`src/rtl/ifetch_unit.sv`:
```
// Instruction-fetch initiator: drives a synchronous-read instruction memory,
// buffers returned {pc, instr} pairs in a small FIFO and presents the head to
// decode with stall flow control and branch redirect.
module ifetch_unit #(
  parameter logic [31:0] RESET_PC   = 32'd0,
  parameter logic [31:0] PC_STEP    = 32'd1,
  parameter int          FIFO_DEPTH = 2
) (
  input  logic        clk,
  input  logic        rst,
  output logic [31:0] imem_addr,
  input  logic [31:0] imem_rdata,
  input  logic        stall,
  input  logic        redirect_valid,
  input  logic [31:0] redirect_pc,
  output logic        if_valid,
  output logic [31:0] if_pc,
  output logic [31:0] if_instr
);

  localparam int              PTR_W    = $clog2(FIFO_DEPTH);
  localparam int              CNT_W    = $clog2(FIFO_DEPTH + 1);
  localparam logic [PTR_W-1:0] LAST_PTR = PTR_W'(FIFO_DEPTH - 1);
  localparam logic [CNT_W:0]   DEPTH_C  = (CNT_W + 1)'(FIFO_DEPTH);

  // Circular pointer advance; depth need not be a power of two.
  function automatic logic [PTR_W-1:0] ptr_next(input logic [PTR_W-1:0] p);
    return (p == LAST_PTR) ? '0 : p + PTR_W'(1);
  endfunction

  // Control state
  logic [31:0]      r_req_pc;
  logic             r_inflight;
  logic [PTR_W-1:0] r_rd_ptr;
  logic [PTR_W-1:0] r_wr_ptr;
  logic [CNT_W-1:0] r_count;

  // Data state (no reset needed; qualified by control)
  logic [31:0]      r_inflight_pc;
  logic [31:0]      r_pc_mem    [FIFO_DEPTH];
  logic [31:0]      r_instr_mem [FIFO_DEPTH];

  logic             w_pop;
  logic             w_push;
  logic             w_issue;
  logic [CNT_W:0]   w_occ;

  assign if_valid  = (r_count != '0);
  assign if_pc     = if_valid ? r_pc_mem[r_rd_ptr]    : 32'd0;
  assign if_instr  = if_valid ? r_instr_mem[r_rd_ptr] : 32'd0;
  assign imem_addr = r_req_pc;

  // Occupancy seen by the issue decision counts the in-flight read and
  // credits the slot freed by this cycle's pop, so a full-rate stream never
  // bubbles while a stalled stream never overfills.
  assign w_pop   = if_valid & ~stall;
  assign w_occ   = {1'b0, r_count}
                 + {{CNT_W{1'b0}}, r_inflight}
                 - {{CNT_W{1'b0}}, w_pop};
  assign w_issue = ~redirect_valid & (w_occ < DEPTH_C);
  // A redirect drops the response still on the bus; clearing the in-flight
  // flag on the same edge means no later response can belong to the old path.
  assign w_push  = r_inflight & ~redirect_valid;

  // Control: fetch pointer, in-flight flag and FIFO bookkeeping.
  always_ff @(posedge clk) begin
    if (rst) begin
      r_req_pc   <= RESET_PC;
      r_inflight <= 1'b0;
      r_rd_ptr   <= '0;
      r_wr_ptr   <= '0;
      r_count    <= '0;
    end else if (redirect_valid) begin
      r_req_pc   <= redirect_pc;
      r_inflight <= 1'b0;
      r_rd_ptr   <= '0;
      r_wr_ptr   <= '0;
      r_count    <= '0;
    end else begin
      if (w_issue) begin
        r_inflight <= 1'b1;
        r_req_pc   <= r_req_pc + PC_STEP;
      end else begin
        r_inflight <= 1'b0;
      end
      if (w_push) r_wr_ptr <= ptr_next(r_wr_ptr);
      if (w_pop)  r_rd_ptr <= ptr_next(r_rd_ptr);
      case ({w_push, w_pop})
        2'b10:   r_count <= r_count + CNT_W'(1);
        2'b01:   r_count <= r_count - CNT_W'(1);
        default: r_count <= r_count;
      endcase
    end
  end

  // Data: remember the issued pc and write returned pairs into the buffer.
  always_ff @(posedge clk) begin
    if (w_issue) r_inflight_pc <= r_req_pc;
    if (w_push) begin
      r_pc_mem[r_wr_ptr]    <= r_inflight_pc;
      r_instr_mem[r_wr_ptr] <= imem_rdata;
    end
  end

  // Buffered plus outstanding entries never exceed the buffer size.
  always_ff @(posedge clk) begin
    if (!rst) assert (int'(r_count) + int'(r_inflight) <= FIFO_DEPTH);
  end

endmodule

```
`config.mk`:
```
export PLATFORM = sky130hd
export DESIGN_NAME = ifetch_unit
export DESIGN_NICKNAME = d
export VERILOG_FILES = /design/src/rtl/ifetch_unit.sv
export SDC_FILE = /design/constraint.sdc
export NUM_CORES = 1
export LEC_CHECK = 0
export CAP_MARGIN = 20
export CELL_PAD_IN_SITES_DETAIL_PLACEMENT = 0
export CELL_PAD_IN_SITES_GLOBAL_PLACEMENT = 2
export CORE_ASPECT_RATIO = 0.9
export CORE_UTILIZATION = 38
export CTS_CLUSTER_DIAMETER = 150
export DETAILED_ROUTE_END_ITERATION = 12
export PLACE_DENSITY_LB_ADDON = 0.1
export SKIP_LAST_GASP = 1
export SLEW_MARGIN = 20
export SYNTH_ARGS = -nofsm -noshare
export SYNTH_HDL_FRONTEND = slang
export SYNTH_SLANG_ARGS = --single-unit
```
`constraint.sdc`:
```
create_clock -name clk -period 15.4 [get_ports clk]
set_clock_uncertainty 0.15 [all_clocks]
set_input_delay 3.85 -clock clk [delete_from_list [all_inputs] [get_ports clk]]
set_output_delay 3.85 -clock clk [all_outputs]
set_load 0.05 [all_outputs]
```
Where the registers sit:
Other sequential cells in the stronger gray, the rest of the logic in the fainter gray.
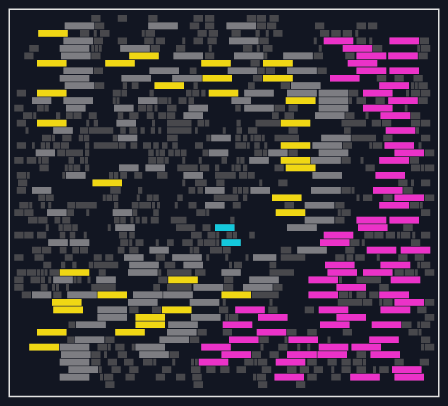
magenta -> `r_instr_mem`  # flops 64
cyan -> `r_count`  # flops 2
yellow -> `r_inflight_pc`  # flops 32
not colored = 100
seq pwr: 0.620 mW
Seq/total area: 52.59%
FF/Latch Area: 5569 um^2
fin util: 50.83%

Clock nets:
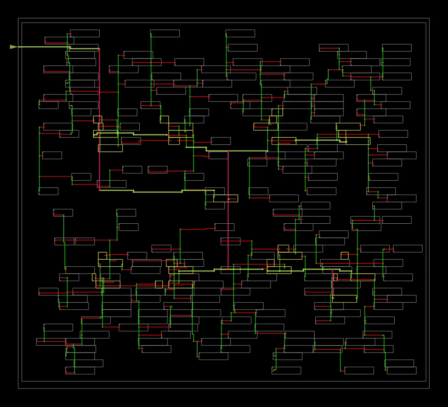
clock buffers: 19
Sink Count: 198
clk latency late pin: 420 ps

==> out/metrics.cfg <==
[run_status]
outcome = completed

[layout]
buffers = 170
num-nonclk-inverters = 20
combGateArea_um2 = 2340
area_growth_pct = 30.88
buf_share_pct = 16.07
flops = 198
lay_top_count = clkdlybuf4s50_1
final_nets = 819
comb_share_pct = 22.09
fin_cells = 1046
final_cell_mix = 163 x clkdlybuf4s50_1, 160 x edfxtp_1, 81 x nor2_1, 70 x mux2i_1, 37 x dfxtp_1
layout-drive-gt1-share_pct = 7.368
logic_gates = 340
clk_share_pct = 5.163
design_area_um2 = 10590
n_antenna_cell = 0
largest_registers = r_instr_mem (64), r_pc_mem (64)
dominant_cells = flip-flops and latches
fillers = 1824

[clock_tree]
cts_hold_buffers = 0
clkTransAtPathRegs_ps = 70
clock_path_buffers = 2
cts_tree = yes
cts_resized = 0
ctsHtreeMaxLevel = 4
postCtsSetupBuffers = 0

[floorplan]
die_w_um = 155.8
rows = 50
core_area_um2 = 20830
fp_util_pct = 38.84
io-pin-count = 165
chipArea_um2 = 21880

[synth]
syn_inst = 588
aoi_share_pct = 4.191
ys_cells = 588
synthArstFlopShare_pct = 0
synth.logic.top_family = simple AND/OR/NAND/NOR gates
mux_area_share_pct = 8.799
ys_seq_share_pct = 68.78
syn_area_um2 = 8092
fa_ha_area_share_pct = 0.7113
yosysWarnings = 0
ys.flop_type = edfxtp_1
edf_count = 160
avgSynthCellArea_um2 = 13.76
yosys_area_um2 = 8092

[critical_path]
r2r-start = r_count[1]
endpoint = r_inflight_pc[31]
cp-start-kind = primary input
path_cells = clkdlybuf4s50_1 -> nor2_1 -> ha_1 -> nand2b_1 -> fa_1 -> xnor2_2 -> nand2_1 -> nor2_4
cp.required_ps = 15290
reg2regPathDepth = 9
crit_family = simple AND/OR/NAND/NOR gates
r2r-end = r_inflight_pc[31]
cp.depth = 8
r2r_slack_ps = 11150
endpoint_kind = flip-flop
max_stage_delay_ps = 870
path_buffers = 1
cp_slowest_cell = nor2_4
crit_start = stall
crit_type = primary input to flip-flop
worst_ep_arrival_time_ps = 6820

[detailed_routing]
drc = 0
dr.first_iter.drc_count = 232
wl_met3_um = 656
wl_per_cell_um = 17.01
wl_um = 17790
wl_met1_um = 8050
detail-route-antenna-nets = 0
dr_total_vias = 4999
post_drt_via_cell_ratio = 4.779

[power_and_ir_drop]
combPwrFrac_pct = 9.8
p_seq_share_pct = 54.0
power_density_nw_per_um2 = 108.5
internal-power_mw = 0.8604
power_leader = registers
peakVddDrop_v = 0.00007332

[global_route]
grt_first_pass_wirelength_um = 27710
grt.busiest_layer = met2
grt_overflow_total = 0
gr-usage-all-layers_pct = 16.71
use_met3_pct = 4.053
grt_pass1_vias = 5125
use_met2_pct = 29.18
antenna_found_initial = 0

[timing]
setup_violations = 0
period_needed_ps = 6928
fmax_mhz = 144.3
worstMarginPinSlew_ps = 1046
holdWs_ps = 295.9
slew_viol_final = 0
fin_tns_setup_ps = 0
finalCritPeriodShare_pct = 44.99
hold_viol_final = 0
grt_setup_unrepaired = false

[placed_design]
portBuffers = 164
gp_congestion = 0.7346
dpl-instance-area_um2 = 10040
post-place-ws_ps = 7973
dp_hpwl_um = 11550
dp.cells = 1014

[min_path]
min_to = r_pc_mem[0][11]
hold_path_class = flip-flop to flip-flop

[job]
drv_cap = 0
warnings = 26

Clock distribution:
Scale bar: 50 um.
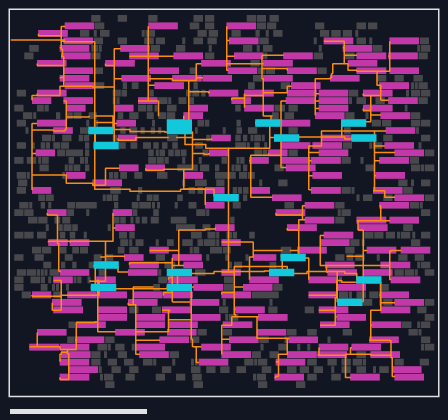
cyan -> cells driving clock nets  # count 17
orange -> clock wires  # length 2240 um
magenta -> flip-flops  # count 198
flops lie = all over the die
routed clock nets = 18
Clk power: 0.415 mW
Clk network pwr share: 36.2%

[Yosys cell counts, drive strengths merged (3+ instances only)]
master    n  share of area, %
nor2b     3              0.23
nor3     11              0.74
xor2      9              0.97
nand4    14               1.3
dfxtp    38               9.4
a21oi    24               1.5
edfxtp  160                59
nor2     85               3.9
or3       3              0.23
nand2    23               1.1
inv      20              0.93
o22ai     7              0.62
ha        3              0.46
nor3b     6              0.56
mux2i    70               8.7
and4      6              0.68
clkbuf   20               1.1
nand3     6              0.53
and2      5              0.39
buf      10              0.66
xnor2    21               2.4
o21a     14               1.3
o21ai     5              0.31
nor4      7              0.91
and3      4              0.31
No activity file was given, so power comes from the tool's default toggle rates.
